**src/rtl/letter_segmenter.sv**
```systemverilog
// letter_segmenter: merges consecutive identical ranked frames into runs and emits per-rank average logits.
// Build macro LETTER_SEG_WORD_END_EN enables the long-hold word-end detector.
module letter_segmenter #(
  parameter int unsigned K       = 3,
  parameter int unsigned IDX_W   = 5,
  parameter int unsigned LOGIT_W = 32,
  parameter int unsigned CNT_W   = 7,
  parameter int unsigned BLANK   = 26,
  parameter int unsigned MIN_RUN = 6,
  parameter int unsigned END_RUN = 31
) (
  input  logic                 i_clk,
  input  logic                 i_rst,
  input  logic                 i_valid,
  output logic                 o_ready,
  input  logic [K*IDX_W-1:0]   i_chars,
  input  logic [K*LOGIT_W-1:0] i_logits,
  output logic                 o_seg_valid,
  input  logic                 i_seg_ready,
  output logic [K*IDX_W-1:0]   o_seg_chars,
  output logic [K*LOGIT_W-1:0] o_seg_logits,
  output logic [CNT_W-1:0]     o_seg_len,
  output logic                 o_word_end,
  output logic                 o_busy
);

  localparam int unsigned SUM_W = LOGIT_W + CNT_W;
  localparam int unsigned IT_W  = $clog2(SUM_W);
  localparam int unsigned RK_W  = (K > 1) ? $clog2(K) : 1;

`ifdef LETTER_SEG_WORD_END_EN
  localparam bit WORD_END_EN = 1'b1;
`else
  localparam bit WORD_END_EN = 1'b0;
`endif

  typedef enum logic [1:0] {S_IN, S_DIV, S_OUT} state_t;

  state_t state, state_nxt;
  logic   ready_d, seg_valid_d, busy_d;

  logic [K*IDX_W-1:0] run_chars;
  logic [CNT_W-1:0]   run_cnt;
  logic [SUM_W-1:0]   run_sum [K];
  logic               run_live, run_used;

  logic [SUM_W-1:0]   snap_sum [K];
  logic [RK_W-1:0]    div_rank;
  logic [IT_W-1:0]    div_iter;
  logic [SUM_W-1:0]   div_q;
  logic [CNT_W-1:0]   div_rem;

  logic               accept, same, cnt_sat, long_hold, word_end_hit, close_ok, div_last;
  logic [CNT_W-1:0]   cnt_inc;
  logic [SUM_W-1:0]   q_cur, q_nxt;
  logic [CNT_W-1:0]   rem_cur, rem_nxt;
  logic [CNT_W:0]     div_shift;
  logic               div_ge;

  // Frame classification against the live run
  assign accept   = i_valid & o_ready;
  assign same     = run_live & (i_chars == run_chars);
  assign cnt_sat  = (run_cnt == {CNT_W{1'b1}});
  assign cnt_inc  = cnt_sat ? run_cnt : run_cnt + CNT_W'(1);

  assign long_hold = accept & same & ~cnt_sat & ~run_used
                   & (cnt_inc == CNT_W'(END_RUN))
                   & (run_chars[IDX_W-1:0] != IDX_W'(BLANK))
                   & (run_chars[IDX_W +: IDX_W] != IDX_W'(BLANK));
  assign word_end_hit = WORD_END_EN & long_hold;

  assign close_ok = accept & run_live & ~same & ~run_used
                  & (run_cnt >= CNT_W'(MIN_RUN))
                  & (run_chars[IDX_W-1:0] != IDX_W'(BLANK));

  // One restoring-division step per cycle; a new rank reloads its dividend on iteration 0
  assign div_last  = (state == S_DIV) & (div_iter == IT_W'(SUM_W - 1)) & (div_rank == RK_W'(K - 1));
  assign q_cur     = (div_iter == '0) ? snap_sum[div_rank] : div_q;
  assign rem_cur   = (div_iter == '0) ? '0 : div_rem;
  assign div_shift = {rem_cur, q_cur[SUM_W-1]};
  assign div_ge    = (div_shift >= {1'b0, o_seg_len});
  assign rem_nxt   = div_ge ? CNT_W'(div_shift - {1'b0, o_seg_len}) : div_shift[CNT_W-1:0];
  assign q_nxt     = {q_cur[SUM_W-2:0], div_ge};

  // State and registered control outputs
  always_ff @(posedge i_clk) begin
    if (i_rst) begin
      state       <= S_IN;
      o_ready     <= 1'b1;
      o_seg_valid <= 1'b0;
      o_busy      <= 1'b0;
      o_word_end  <= 1'b0;
    end else begin
      state       <= state_nxt;
      o_ready     <= ready_d;
      o_seg_valid <= seg_valid_d;
      o_busy      <= busy_d;
      o_word_end  <= word_end_hit;
    end
  end

  always_comb begin
    state_nxt = state;
    unique case (state)
      S_IN:    if (close_ok) state_nxt = S_DIV;
      S_DIV:   if (div_last) state_nxt = S_OUT;
      S_OUT:   if (i_seg_ready) state_nxt = S_IN;
      default: state_nxt = S_IN;
    endcase
  end

  always_comb begin
    ready_d     = 1'b0;
    seg_valid_d = 1'b0;
    busy_d      = 1'b0;
    unique case (state_nxt)
      S_IN:    ready_d = 1'b1;
      S_DIV:   busy_d  = 1'b1;
      S_OUT: begin
        seg_valid_d = 1'b1;
        busy_d      = 1'b1;
      end
      default: ready_d = 1'b1;
    endcase
  end

  // Run accumulation; counter and sums freeze once the count saturates
  always_ff @(posedge i_clk) begin
    if (i_rst) begin
      run_chars <= '0;
      run_cnt   <= '0;
      run_live  <= 1'b0;
      run_used  <= 1'b0;
      for (int k = 0; k < int'(K); k++) run_sum[k] <= '0;
    end else if (accept) begin
      if (same) begin
        if (!cnt_sat) begin
          run_cnt <= cnt_inc;
          for (int k = 0; k < int'(K); k++)
            run_sum[k] <= run_sum[k] + SUM_W'(i_logits[k*LOGIT_W +: LOGIT_W]);
        end
        if (word_end_hit) run_used <= 1'b1;
      end else begin
        run_chars <= i_chars;
        run_cnt   <= CNT_W'(1);
        run_live  <= 1'b1;
        run_used  <= 1'b0;
        for (int k = 0; k < int'(K); k++)
          run_sum[k] <= SUM_W'(i_logits[k*LOGIT_W +: LOGIT_W]);
      end
    end
  end

  // Segment snapshot and divider datapath
  always_ff @(posedge i_clk) begin
    if (i_rst) begin
      o_seg_chars  <= '0;
      o_seg_len    <= '0;
      o_seg_logits <= '0;
      div_rank     <= '0;
      div_iter     <= '0;
      div_q        <= '0;
      div_rem      <= '0;
      for (int k = 0; k < int'(K); k++) snap_sum[k] <= '0;
    end else if (close_ok) begin
      o_seg_chars <= run_chars;
      o_seg_len   <= run_cnt;
      div_rank    <= '0;
      div_iter    <= '0;
      for (int k = 0; k < int'(K); k++) snap_sum[k] <= run_sum[k];
    end else if (state == S_DIV) begin
      div_q   <= q_nxt;
      div_rem <= rem_nxt;
      if (div_iter == IT_W'(SUM_W - 1)) begin
        o_seg_logits[32'(div_rank)*LOGIT_W +: LOGIT_W] <= q_nxt[LOGIT_W-1:0];
        div_iter <= '0;
        div_rank <= div_rank + RK_W'(1);
      end else begin
        div_iter <= div_iter + IT_W'(1);
      end
    end
  end

endmodule
```
**config.mk**
```make
export PLATFORM = sky130hd
export DESIGN_NAME = letter_segmenter
export DESIGN_NICKNAME = d
export VERILOG_FILES = /design/src/rtl/letter_segmenter.sv
export SDC_FILE = /design/constraint.sdc
export NUM_CORES = 1
export LEC_CHECK = 0
export CAP_MARGIN = 30
export CORE_UTILIZATION = 40
export DETAILED_ROUTE_END_ITERATION = 8
export SLEW_MARGIN = 10
export SYNTH_ARGS = -nofsm -noshare
export SYNTH_HDL_FRONTEND = slang
export SYNTH_SLANG_ARGS = --single-unit
```
**constraint.sdc**
```tcl
create_clock -name i_clk -period 6.7 [get_ports i_clk]
set_input_delay 2.01 -clock i_clk [delete_from_list [all_inputs] [get_ports i_clk]]
set_output_delay 2.01 -clock i_clk [all_outputs]
set_load 0.01 [all_outputs]
```
==> impl_metrics.json, run 1 <==
{
  "run_status": "finished, final reports clean",
  "drt_first_pass_iters": 5,
  "die_h_um": 242.1,
  "edf_count": 234,
  "top_cells_by_area": "edfxtp_1 30%, dfxtp_1 18%, ha_1 6.1%, nor2_1 4.3%, o21ai_0 4.1%",
  "fin_tns_setup_ns": 0,
  "synth.distinct_cells": 78,
  "grt_pass1_wl_um": 98530,
  "clk_pin_slew_worst_paths_ns": 0.06,
  "yosysTopAreaCellShare_pct": 30.47,
  "grt_util_all_layers_pct": 20.81,
  "path_delay_family": "AND-OR/OR-AND gates",
  "htreeDepth": 2,
  "yosysWarningCount": 0,
  "setup_viol": 0,
  "die-width_um": 242.1,
  "fillers": 5156,
  "antenna_found_initial": 2,
  "io_buffer_count": 235,
  "wirelength_um": 63110,
  "drcViolationCount": 0
}
[run 1: registers in the layout, summed over array words and instances (netlist names), named ones only]
name          flops
state             2
o_seg_len         7
o_seg_chars      15
snap_sum        117
o_seg_logits     96
div_rem           7
o_seg_valid       1
run_chars        15
o_busy            1
run_live          1
o_ready           1
div_rank          2
div_q            39
div_iter          6
run_sum         117
run_cnt           7
[run 1: worst paths after layout]
check                                    from                           to  slack [ns]  depth (start not counted)
hold reg to reg   o_seg_chars[2]$_SDFFE_PP0P_  o_seg_chars[2]$_SDFFE_PP0P_        0.49                          1
setup reg to reg                         flop      div_rem[1]$_SDFFE_PP0P_        2.86                         14
setup / recovery                 i_logits[64]    run_sum[0][108]$_DFFE_PP_        1.51                         12
hold / removal    o_seg_chars[2]$_SDFFE_PP0P_  o_seg_chars[2]$_SDFFE_PP0P_        0.49                          1
[run 1: cell type report]
| type | instances | share of cell area, % |
|---|---|---|
| tap | 756 | 3.394 |
| multi-input combinational | 1793 | 40.68 |
| sequential | 436 | 39.73 |
| clock inverter | 19 | 0.7273 |
| antenna | 1 | 0.008979 |
| clock buffer | 73 | 5.239 |
| inverter | 47 | 0.6510 |
| timing repair buffer | 266 | 9.572 |
[run 1: power groups by stage]
stage | clock, µW | sequential, µW | combinational, µW
3_3_place_gp | 0 | 3000 | 723
3_5_place_dp | 0 | 3010 | 737
4_1_cts | 2820 | 2950 | 741
5_1_grt | 2910 | 2960 | 825
2_1_floorplan | 0 | 2990 | 508
6_report | 2750 | 2950 | 749
[run 1: metal layers]
layer / GRT usage [%] / share of wire, %
met4: 4.952 / 2.0
met5: 0 / 0.021
met3: 3.467 / 6.4
met2: 32.38 / 45
met1: 30.01 / 47
[run 1: stage by stage]
stage	std cells	setup WS, ns	hold slack (ns)
global placement	3294	0.8721	0.4652
floorplan	2415	0.7933	0.4498
finish	3391	1.506	0.4850
global route	3390	1.303	0.5047
CTS	3388	1.496	0.4829
detailed placement	3296	0.8689	0.4644
[run 1: cell families (layout without fill, tap and decap cells)]
| logic type | count (synthesis) | after routing | share of synthesized area [%] |
|---|---|---|---|
| AND/OR/NAND/NOR | 827 | 827 | 16.97 |
| AND-OR/OR-AND | 688 | 688 | 19.06 |
| flip-flops | 436 | 436 | 48.00 |
| buffers and inverters | 186 | 405 | 3.087 |
| adder cells (fa/ha/maj) | 117 | 117 | 6.478 |
| XOR/XNOR | 106 | 106 | 4.026 |
| multiplexers | 54 | 54 | 2.355 |
| other | 1 | 2 | 0.01626 |
### The clock network, run 1

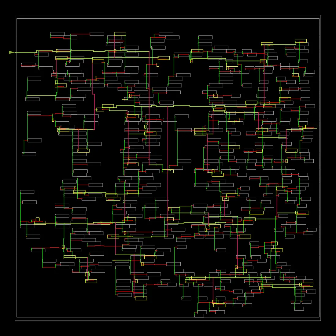
Power Clock: 2750 µW
Final Skew: 0.02244 ns
clkbuf count: 73

### Selected gate families, run 1

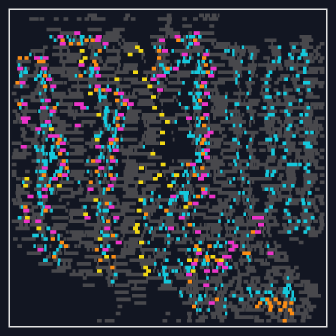
inverting AOI/OAI gates: in cyan, cells 571, where widely spread. multiplexers: in yellow, cells 54. adder and majority cells: in magenta, cells 117. XOR/XNOR gates: in orange, cells 106, where widely spread.
Finished Layout Cells: 3391
Comb area share: 40.68%
most frequent logic cell in the layout: nor2_1

### Clock distribution, run 1

Bar = 50 µm.
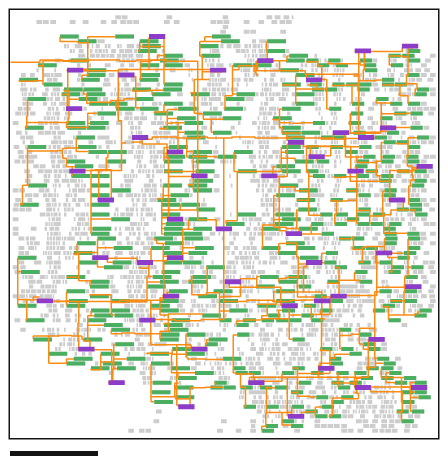
cells driving clock nets: in purple, count 49. flip-flops: in green, count 436. clock wires: in orange, length 6010 µm.
Position of the flops: widely spread. There are 50 routed clock nets.
clk latency late pin: 0.60 ns
clock power share: 42.7%

### Placement by cell class, run 1

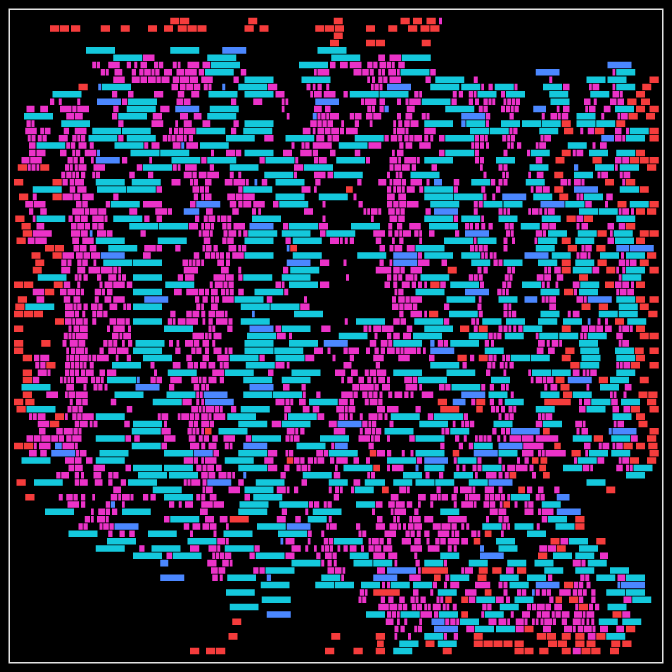
flip-flops: in cyan, cells 436. other buffers and delay cells: in red, cells 266. clock drivers and dummy loads: in blue, cells 92. all other logic: in magenta, cells 1840.

### Where the registers sit, run 1

Other sequential cells in the stronger grey, the rest of the logic in the fainter grey.
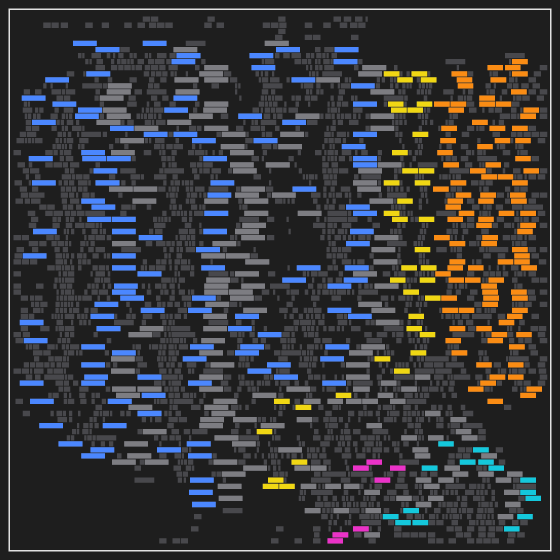

==> run 2, diff against run 1 <==
clock period = 5.15 ns   (was 6.7 ns; I/O delays follow)
### Where the registers sit, run 2

Other sequential cells in the stronger grey, the rest of the logic in the fainter grey.
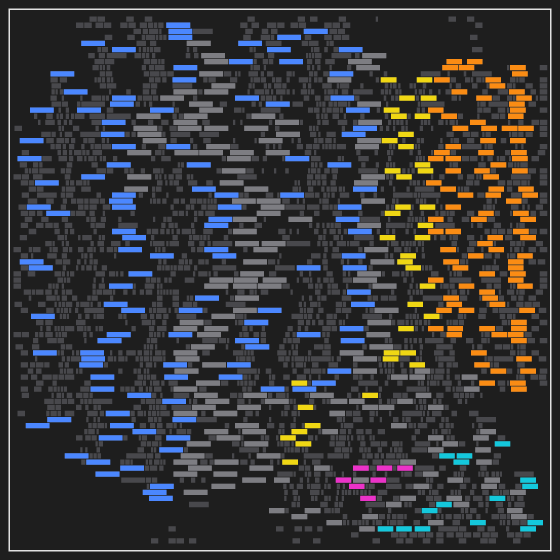
run_sum: in blue, flops 117. o_seg_chars: in cyan, flops 15, where bottom right. div_q: in yellow, flops 39. o_seg_logits: in orange, flops 96. o_seg_len: in magenta, flops 7.
flop share of the area: 39.45%
final core occ: 49.49%
Seq. pwr: 3840 µW
Seq. cell area: 11070 µm²

==> run 2 against run 1 <==
  * Critical path depth unchanged
  * Synthesized cell count stayed put
  * Die area stayed put
  * Count of clock-buffer cells in the layout unchanged
  * Hold slack worse by 0.0063 ns
  * Final cell count rose by 0.29%
  * Routed wire length down 1.1%
  * Worst setup slack worse by 0.77 ns
  * Sequential power up about 30%
  * Combinational power is 31% higher
  * Critical endpoint is now run_sum[0][34]$_SDFFCE_PP0P_
  * Largest power group unchanged
==> impl_metrics.json, run 2 <==
{
  "grt_pass1_wl_um": 98120,
  "p_leak_uw": 0.01063,
  "fin_tns_setup_ns": 0,
  "drcViolationCount": 0,
  "die_h_um": 242.1,
  "start_kind": "input port",
  "skew_ns": 0.01716,
  "design_area_um2": 28070,
  "slew_headroom_pct": 48.02,
  "synth_flops": 436,
  "overflow": 0,
  "fillers": 5191,
  "hpwlAfterDp_um": 43760,
  "viasPerCell": 5.537,
  "htreeDepth": 2,
  "warnings": 37,
  "wirelength_um": 62410,
  "clock.fmax_mhz": 226.4,
  "hold_ws_ns": 0.4787,
  "reg_top3": "run_sum: 117 flops, snap_sum: 117 flops, o_seg_logits: 96 flops",
  "setup_viol": 0,
  "met2_usage_pct": 31.59,
  "gp_congestion": 0.9022,
  "fin_cells": 3401,
  "postSynthSeqShare_pct": 48.00,
  "run_status": "finished, final reports clean",
  "synth_cells": 2415,
  "place_inst": 3309,
  "synth.distinct_cells": 78,
  "use_met3_pct": 3.113,
  "yosysWarningCount": 0,
  "grt_use_met1_pct": 30.43,
  "yosysTopAreaCellShare_pct": 30.47,
  "antenna_found_initial": 1,
  "io_buffer_count": 235,
  "grt_util_all_layers_pct": 20.72,
  "clk_latency_ns": 0.61,
  "drt_first_pass_iters": 5,
  "drt-initial-drc-count": 1208,
  "edf_count": 234,
  "layout_top_cell": "nor2_1",
  "clk_pin_slew_worst_paths_ns": 0.06,
  "period_used_pct": 85.78,
  "top_cells_by_area": "edfxtp_1 30%, dfxtp_1 18%, ha_1 6.1%, nor2_1 4.3%, o21ai_0 4.1%",
  "antenna_cells": 0,
  "grt.busiest_layer": "met2",
  "die-width_um": 242.1
}
## run 2: netlist changes by cell type in the layout (fill, tap and decap cells not counted), sizes merged
cell / before / now
buf: 32 / 44
bufinv: 3 / 6
inv: 48 / 49
clkinvlp: 1 / 2
clkinv: 14 / 8
diode: 1 / 0
## run 2: worst paths after layout
| check | from | to | slack [ns] | cells past startpoint |
|---|---|---|---|---|
| worst min-delay path | div_rem[0]$_SDFFE_PP0P_ | div_rem[0]$_SDFFE_PP0P_ | 0.48 | 2 |
| worst max-delay path | i_logits[0] | run_sum[0][34]$_SDFFCE_PP0P_ | 0.73 | 12 |
| worst min register to register | div_rem[0]$_SDFFE_PP0P_ | div_rem[0]$_SDFFE_PP0P_ | 0.48 | 2 |
| worst max register to register | div_iter[2]$_SDFFE_PP0P_ | div_rem[3]$_SDFFE_PP0P_ | 1.36 | 12 |
## run 2: per-layer routing
layer  share of wire [%]  vias to the layer above
li1                    -                     9187
met1                  49                     9031
met2                  44                      511
met3                 5.3                      102
met5               0.021                        -
met4                 2.4                        2
## run 2: critical path, cell delays in order
cell and delay (ns):
clkdlybuf4s50_1 0.43, ha_1 0.25, fa_1 0.40, a21o_1 0.21, a41o_1 0.26, o211a_1 0.24, o2111a_1 0.29, o311a_1 0.44
o211ai_1 0.31, a21boi_0 0.17, xnor2_1 0.16, nor2_1 0.05
## run 2: logic make-up after synthesis
kind of cell,Yosys count,share of synthesized area [%]
adder cells (fa/ha/maj),117,6.478
flip-flops,436,48.00
XOR/XNOR,106,4.026
multiplexers,54,2.355
AND-OR/OR-AND,688,19.06
AND/OR/NAND/NOR,827,16.97
other,1,0.01626
buffers and inverters,186,3.087
## run 2: layout make-up
cell class / instances / area, µm² / share of cell area, %
Clock buffer: 73 / 1491 / 5.314
Clock inverter: 18 / 264.0 / 0.9407
Inverter: 47 / 182.7 / 0.6509
Multi-Input combinational cell: 1793 / 11340 / 40.41
Sequential cell: 436 / 11070 / 39.45
Tap cell: 756 / 945.9 / 3.370
Timing Repair Buffer: 278 / 2768 / 9.861
## run 2: report_power, final
group,internal [µW],switching [µW],total [µW]
Sequential,3770,63.4,3840
Combinational,413,569,982
Clock,2310,1470,3780
Total,6500,2110,8600
## run 2: per-stage QoR
step | setup slack [ns] | total power, µW
after CTS | 0.7586 | 8682
after global routing | 0.5822 | 8928
after detailed placement | 0.1273 | 4881
after global placement | 0.1456 | 4864
final | 0.7325 | 8602
after floorplan | 0.06404 | 4546
### Clock distribution, run 2

Bar = 50 µm.
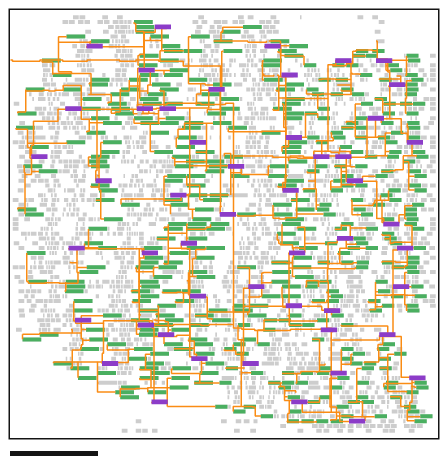

==> run 3, diff against run 2 <==
ABC_CLOCK_PERIOD_IN_PS = 5150   (was not set)
PLACE_DENSITY = 0.63   (was not set)
### Clock distribution, run 3

Bar = 50 µm.
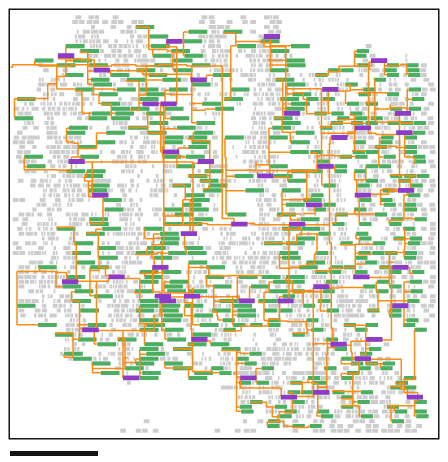
clock wires: in orange, length 5840 µm. cells driving clock nets: in purple, count 48. flip-flops: in green, count 436.
There are 49 routed clock nets.

==> run 3 against run 2 <==
  * Critical endpoint is now run_sum[0][75]$_SDFFCE_PP0P_
  * Clock power down 5.3%
  * Count of clock-buffer cells in the layout down 11
  * First-iteration DRC count up 8.9%
  * Critical path depth up 1
  * Total power down 2.3%
==> impl_metrics.json, run 3 <==
{
  "hold_ws_ns": 0.4759,
  "postSynthSeqShare_pct": 48.00,
  "layout_top_cell": "nor2_1",
  "grt_pass1_wl_um": 98150,
  "wirelength_um": 62530,
  "fin_tns_setup_ns": 0,
  "min-delay-start": "div_q[0]$_SDFFE_PP0P_",
  "io_buffer_count": 235,
  "synth_cells": 2415,
  "period_used_pct": 88.75,
  "clock.fmax_mhz": 218.8,
  "crit_path_top_delay_cell": "clkdlybuf4s50_1",
  "drt-initial-drc-count": 1315,
  "grt_util_all_layers_pct": 20.74,
  "path_delay_family": "AND-OR/OR-AND gates",
  "worst-r2r-cell-count": 12,
  "cp.depth": 13,
  "antenna_found_initial": 6,
  "synth.distinct_cells": 78,
  "drt_first_pass_iters": 5,
  "overflow": 0,
  "critPathMaxStageDelay_ns": 0.52,
  "run_status": "finished, final reports clean",
  "start_kind": "input port"
}
-- run 3: cell counts after synthesis --
No cell type changed its count.
-- run 3: logic make-up after synthesis --
family | Yosys count | synth area share (%)
AOI/OAI and AO/OA | 688 | 19.06
and+or+nand+nor | 827 | 16.97
adders and majority gates | 117 | 6.478
buffers and inverters | 186 | 3.087
other | 1 | 0.01626
xor gates and xnor gates | 106 | 4.026
DFF | 436 | 48.00
muxes | 54 | 2.355
-- run 3: metal layers --
layer	vias up	wire (µm)	global-route usage [%]
li1	9154	-	-
met1	8976	29840	30.06
met2	609	27060	31.41
met3	94	3993	3.334
met4	8	1592	6.664
met5	-	46	0
-- run 3: worst max-delay path by stage --
stage	startpoint	end	slack, ns
floorplan	i_chars[14]	run_sum[0][0]$_DFFE_PP_	0.06
global placement	i_logits[64]	run_sum[0][116]$_SDFFCE_PP0P_	0.15
detailed placement	i_logits[64]	run_sum[0][116]$_SDFFCE_PP0P_	0.1
CTS	i_logits[64]	run_sum[0][116]$_SDFFCE_PP0P_	0.71
global route	i_logits[64]	run_sum[0][108]$_DFFE_PP_	0.48
finish	i_logits[32]	run_sum[0][75]$_SDFFCE_PP0P_	0.58
-- run 3: metrics by stage --
stage	std cells	util [%]	worst slack, ns	area, µm²
final	3397	49.24	0.5792	27930
after detailed placement	3305	46.30	0.09518	26260
after floorplan	2415	-	0.06404	23070
after CTS	3394	49.23	0.7080	27920
after global routing	3395	49.24	0.4828	27920
after global placement	3304	46.28	0.1547	26250
-- run 3: cell type report --
cell class,instances,area (µm²)
well taps,756,945.9
clock inverters,27,284.0
repair buffers,274,2719
diodes,2,5.005
clock buffers,62,1378
multi-input cells,1793,11340
inverters,47,182.7
fillers,5169,28790
flip-flops and latches,436,11070
-- run 3: report_power, final --
part           internal (µW)  total, µW  switching (µW)
Sequential              3770       3840            66.5
Clock                   2140       3580            1440
Combinational            409        979             570
Total                   6330       8400            2080
-- run 3: tightest hold or removal path, cell delays in order, from the launching register on --
cell and delay (ns):
dfxtp_1 0.30, o21ai_0 0.06, a21oi_1 0.06
Power and IR drop assume default switching activity.
